**src/rtl/np_iomem_pkg.sv**
```systemverilog
// Shared constants and FSM state type for the iomem initiator bridge.
package np_iomem_pkg;

    localparam int unsigned IOMEM_AW = 32;
    localparam int unsigned IOMEM_DW = 32;
    localparam int unsigned IOMEM_SW = 4;

    typedef enum logic [1:0] {
        ST_IDLE = 2'd0,
        ST_BUS  = 2'd1,
        ST_RESP = 2'd2
    } state_t;

    localparam logic [IOMEM_SW-1:0] WSTRB_READ = 4'b0000;

endpackage

```
**src/rtl/np_iomem_initiator_wdog.sv**
```systemverilog
// Bus watchdog: counts enabled edges since clear, pulses expired on the edge the count reaches LIMIT.
module np_iomem_wdog #(
    parameter int unsigned LIMIT = 255
) (
    input  logic clk,
    input  logic resetn,
    input  logic clear,
    input  logic enable,
    output logic expired
);

    localparam int unsigned CW = $clog2(LIMIT + 1);

    logic [CW-1:0] count;

    always_ff @(posedge clk or negedge resetn) begin
        if (!resetn) begin
            count <= '0;
        end else if (clear) begin
            count <= '0;
        end else if (enable && (count != CW'(LIMIT))) begin
            count <= count + CW'(1);
        end
    end

    // High during the cycle whose closing edge would take the count to LIMIT.
    assign expired = enable && !clear && (count == CW'(LIMIT - 1));

endmodule

```
**src/rtl/np_iomem_initiator.sv**
```systemverilog
// Single-beat command to PicoSoC iomem bus master with registered outputs.
// Optional bus timeout is built when NP_IOMEM_TIMEOUT_EN is defined.
module np_iomem_initiator
    import np_iomem_pkg::*;
#(
    parameter int unsigned TIMEOUT_CYCLES = 255
) (
    input  logic                clk,
    input  logic                resetn,
    input  logic                cmd_valid,
    output logic                cmd_ready,
    input  logic [IOMEM_AW-1:0] cmd_addr,
    input  logic [IOMEM_DW-1:0] cmd_wdata,
    input  logic [IOMEM_SW-1:0] cmd_wstrb,
    output logic                rsp_valid,
    input  logic                rsp_ready,
    output logic [IOMEM_DW-1:0] rsp_rdata,
    output logic                rsp_err,
    output logic                iomem_valid,
    input  logic                iomem_ready,
    output logic [IOMEM_AW-1:0] iomem_addr,
    output logic [IOMEM_DW-1:0] iomem_wdata,
    output logic [IOMEM_SW-1:0] iomem_wstrb,
    input  logic [IOMEM_DW-1:0] iomem_rdata
);

    if ((TIMEOUT_CYCLES < 1) || (TIMEOUT_CYCLES > 65535)) begin : g_bad_timeout
        $error("np_iomem_initiator: TIMEOUT_CYCLES must be in 1..65535");
    end

    state_t              state, state_nx;
    logic                cmd_ready_nx, rsp_valid_nx, rsp_err_nx, iomem_valid_nx;
    logic [IOMEM_DW-1:0] rsp_rdata_nx, iomem_wdata_nx;
    logic [IOMEM_AW-1:0] iomem_addr_nx;
    logic [IOMEM_SW-1:0] iomem_wstrb_nx;
    logic                timeout;

`ifdef NP_IOMEM_TIMEOUT_EN
    np_iomem_wdog #(
        .LIMIT(TIMEOUT_CYCLES)
    ) u_wdog (
        .clk    (clk),
        .resetn (resetn),
        .clear  (cmd_valid && cmd_ready),
        .enable ((state == ST_BUS) && !iomem_ready),
        .expired(timeout)
    );
`else
    assign timeout = 1'b0;
`endif

    always_ff @(posedge clk or negedge resetn) begin
        if (!resetn) begin
            state       <= ST_IDLE;
            cmd_ready   <= 1'b0;
            rsp_valid   <= 1'b0;
            rsp_rdata   <= '0;
            rsp_err     <= 1'b0;
            iomem_valid <= 1'b0;
            iomem_addr  <= '0;
            iomem_wdata <= '0;
            iomem_wstrb <= '0;
        end else begin
            state       <= state_nx;
            cmd_ready   <= cmd_ready_nx;
            rsp_valid   <= rsp_valid_nx;
            rsp_rdata   <= rsp_rdata_nx;
            rsp_err     <= rsp_err_nx;
            iomem_valid <= iomem_valid_nx;
            iomem_addr  <= iomem_addr_nx;
            iomem_wdata <= iomem_wdata_nx;
            iomem_wstrb <= iomem_wstrb_nx;
        end
    end

    always_comb begin
        state_nx       = state;
        cmd_ready_nx   = cmd_ready;
        rsp_valid_nx   = rsp_valid;
        rsp_rdata_nx   = rsp_rdata;
        rsp_err_nx     = rsp_err;
        iomem_valid_nx = iomem_valid;
        iomem_addr_nx  = iomem_addr;
        iomem_wdata_nx = iomem_wdata;
        iomem_wstrb_nx = iomem_wstrb;

        unique case (state)
            ST_IDLE: begin
                cmd_ready_nx = 1'b1;
                if (cmd_valid && cmd_ready) begin
                    cmd_ready_nx   = 1'b0;
                    iomem_valid_nx = 1'b1;
                    iomem_addr_nx  = cmd_addr;
                    iomem_wdata_nx = cmd_wdata;
                    iomem_wstrb_nx = cmd_wstrb;
                    state_nx       = ST_BUS;
                end
            end
            ST_BUS: begin
                // Ready is checked first so a ready on the limit edge still completes.
                if (iomem_ready) begin
                    rsp_rdata_nx   = iomem_rdata;
                    rsp_err_nx     = 1'b0;
                    rsp_valid_nx   = 1'b1;
                    iomem_valid_nx = 1'b0;
                    state_nx       = ST_RESP;
                end else if (timeout) begin
                    rsp_rdata_nx   = '0;
                    rsp_err_nx     = 1'b1;
                    rsp_valid_nx   = 1'b1;
                    iomem_valid_nx = 1'b0;
                    state_nx       = ST_RESP;
                end
            end
            ST_RESP: begin
                if (rsp_ready) begin
                    rsp_valid_nx = 1'b0;
                    cmd_ready_nx = 1'b1;
                    state_nx     = ST_IDLE;
                end
            end
            default: begin
                state_nx = ST_IDLE;
            end
        endcase
    end

endmodule

```
**config.mk**
```make
export PLATFORM = sky130hd
export DESIGN_NAME = np_iomem_initiator
export DESIGN_NICKNAME = d
export VERILOG_FILES = /design/src/rtl/np_iomem_pkg.sv /design/src/rtl/np_iomem_initiator_wdog.sv /design/src/rtl/np_iomem_initiator.sv
export SDC_FILE = /design/constraint.sdc
export NUM_CORES = 1
export LEC_CHECK = 0
export ABC_AREA = 1
export ABC_CLOCK_PERIOD_IN_PS = 2600
export CAP_MARGIN = 25
export CORE_UTILIZATION = 43
export DETAILED_ROUTE_END_ITERATION = 8
export PLACE_DENSITY = 0.83
export SLEW_MARGIN = 10
export SYNTH_ARGS = -nofsm -noshare
export SYNTH_HDL_FRONTEND = slang
export SYNTH_SLANG_ARGS = --single-unit
```
**constraint.sdc**
```tcl
create_clock -name clk -period 2.6 [get_ports clk]
set_clock_uncertainty 0.15 [all_clocks]
set_input_delay 0.78 -clock clk [delete_from_list [all_inputs] [get_ports clk]]
set_output_delay 0.78 -clock clk [all_outputs]
set_load 0.01 [all_outputs]
```
==> results_slide.txt <==
Run Summary

Run status
  • Outcome: finished, final reports clean

Worst setup path
  • Reg-to-reg setup timing slack: 1.11 ns
  • Reg2reg end: cmd_ready
  • CP max FO: 2
  • Family with the most delay on the worst path: buffers and inverters
  • Kind of critical path: reg2out
  • Type of origin of the critical path: register

Power and ir drop
  • VDD IR max: 0.5908 mV

Place
  • GPL Wtd Cong: 0.7897
  • Pre-CTS WS: 0.4008 ns

Die
  • Top Ports: 209
  • DIE HEIGHT: 99.59 um
  • Die extent in x: 99.59 um

Routing
  • Uppermost layer routed: met4
  • Drc violations: 0
  • Wirelength per Cell: 14.01 um
  • Remaining antenna violation count: 0
  • Starting DRC count in detailed routing: 168
  • Vias post-DR: 3788

Job
  • OpenROAD warning count: 26
  • Max_cap viols: 0

STA
  • Fmax: 0.4437 GHz
  • Final min period: 2.254 ns
  • Final Setup Violations: 0

Yosys
  • Yosys Chip Area: 4095 sq um
  • Post-Syn Nets: 563
  • Distinct lib cells: 14
  • Register area share after synthesis: 0.6416
  • Synthesized area per cell: 8.941 sq um

Global route
  • GRT overflow: 0

CTS
  • H-tree depth: 3
  • CTS tree: yes
  • CTS clock-pin slew for the worst setup and hold paths: 0.10 ns
  • Post_cts resized: 0
  • Cts hold-fix bufs: 0
## layer usage
metal / track usage / up-vias
li1: - / 1820
met1: 0.2910 / 1797
met2: 0.3835 / 155
met3: 0.07660 / 16
met4: 0.07127 / 0
met5: 0 / -
## sequential cells by signal, summed over array words and instances, names as in the netlist
signal / cells
iomem_addr: 32
cmd_ready: 1
rsp_valid: 1
iomem_valid: 1
iomem_wstrb: 4
state: 2
iomem_wdata: 32
rsp_rdata: 32
## area by class of cell
type	count	area (sq um)	share of cell area
Clock buffer	12	135.1	0.02084
Clock inverter	4	77.57	0.01196
Inverter	6	22.52	0.003474
Multi-Input combinational cell	319	1305	0.2013
Sequential cell	105	2628	0.4052
Tap cell	129	161.4	0.02489
Timing Repair Buffer	215	2155	0.3323
## kinds of logic after synthesis
| logic type | count (synthesis) | share of synthesized area |
|---|---|---|
| other cells | 1 | 0.0009157 |
| flops | 105 | 0.6416 |
| compound gates | 4 | 0.004886 |
| buf+inv | 34 | 0.04033 |
| simple gates | 314 | 0.3123 |
## synth_stat cells
master	count	area (sq um)
nand2_1	243	912.1
dfrtp_1	105	2628
nand3_1	69	345.3
buf_2	12	60.06
buf_4	6	45.04
buf_1	5	18.77
clkbuf_1	5	18.77
inv_1	4	15.01
o21ai_0	3	15.01
inv_2	2	7.510
a21oi_1	1	5.000
conb_1	1	3.750
nand3_2	1	10.01
nor2_4	1	11.26
## where the power goes
part	switching (mW)	total [mW]	internal [mW]	leakage (nW)
sequential	0.453	2.85	2.40	1.30
clock	0.526	1.07	0.548	0.105
combinational	1.75	3.59	1.84	1.76
## stage by stage
stage,utilization,hold WS (ns),power (mW),std cells
finish,0.7017,0.2545,7.521,790
global route,0.7017,0.2658,8.076,790
CTS,0.7017,0.2677,7.604,790
detailed placement,0.6787,0.3088,6.507,774
global placement,0.6787,0.3030,6.389,774
floorplan,-,0.3344,4.424,458
## layout by cell type, fill, tap and decap left out, drive strengths merged
cell type / instances
bufinv: 2
clkinv: 2
a21oi: 1
o21ai: 3
clkbuf: 12
nand2: 243
dfrtp: 105
buf: 9
conb: 1
clkdlybuf4s50: 206
inv: 6
nor2: 1
nand3: 70
## worst min-delay path by stage
stage                                to     startpoint  cells after the start
after detailed placement  iomem_addr[2]  iomem_addr[2]                      2
after global placement    iomem_addr[1]  iomem_addr[1]                      2
final                      rsp_rdata[3]         resetn                      2
after global routing       rsp_rdata[3]         resetn                      2
after CTS                  rsp_rdata[3]         resetn                      2
after floorplan               cmd_ready         resetn                      0
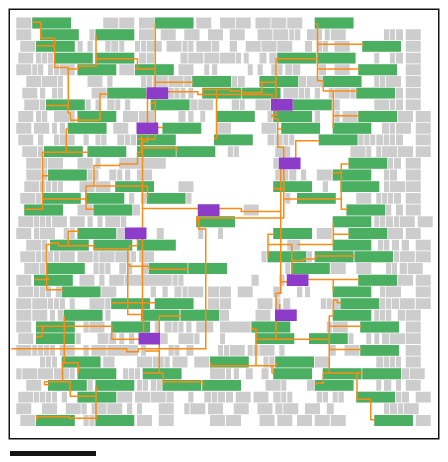
clock_wires.png
Scale bar: 20 um.
[green] flip-flops | count: 105
[purple] clock-net drivers | count: 9
[orange] clock wires | length: 1130 um
routed clock nets	10
flops lie	widely spread
Clk. pwr: 1.07 mW
Clock Power Share: 0.143
Insertion Delay late pin: 0.36 ns

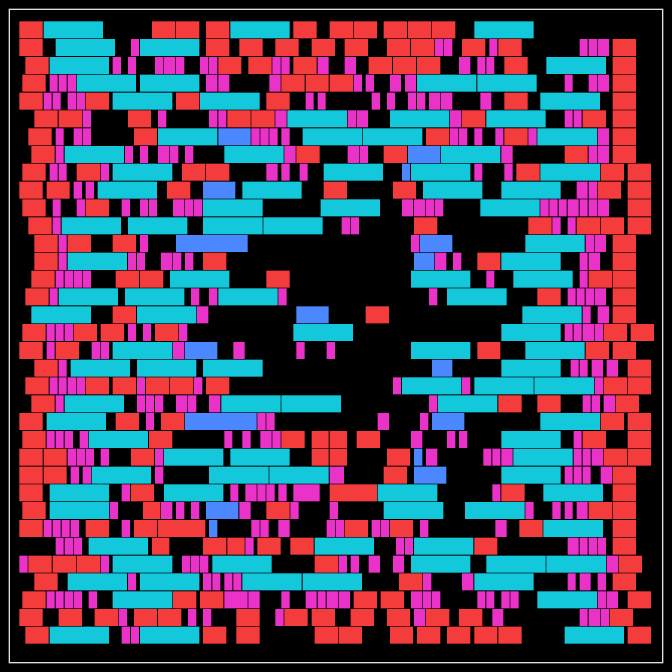
class_map.png
colour	class	cells
red	remaining buffers and delay cells	215
blue	clock drivers and dummy loads	16
cyan	registers	105
magenta	remaining logic cells	325

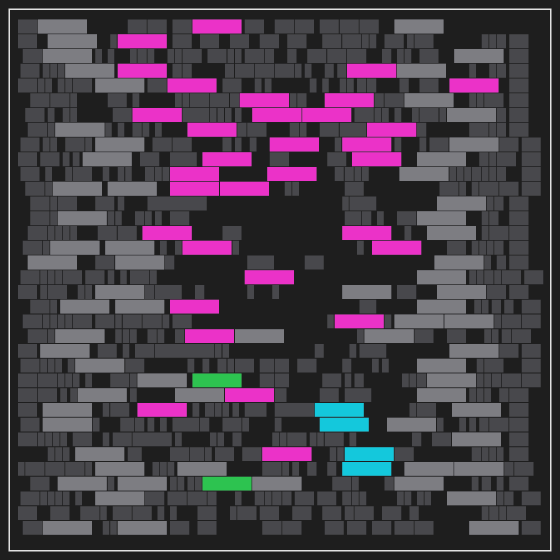
ff_map.png
Other sequential cells in the stronger grey, the rest of the logic in the fainter grey.
colour	name in the netlist	placed flops
green	state	2
cyan	iomem_wstrb	4
magenta	iomem_addr	32
not coloured	67
Seq. pwr: 2.85 mW
Finished Core Util: 0.7017

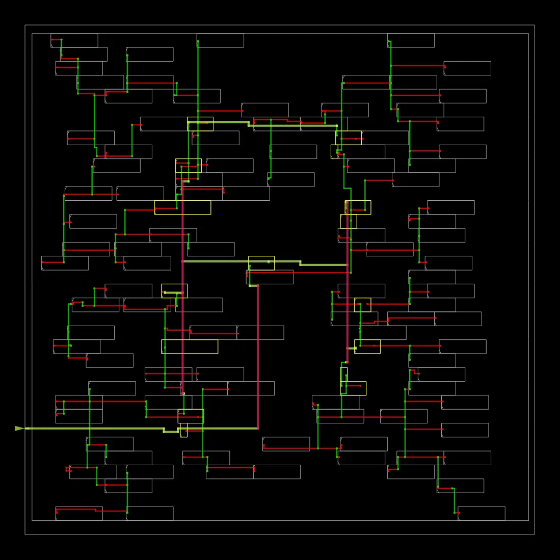
clock_nets.png
clk sinks: 105
seq_cells: 105
CTS Buf Count: 9
clkbuf count: 12

Power and IR drop assume default switching activity.
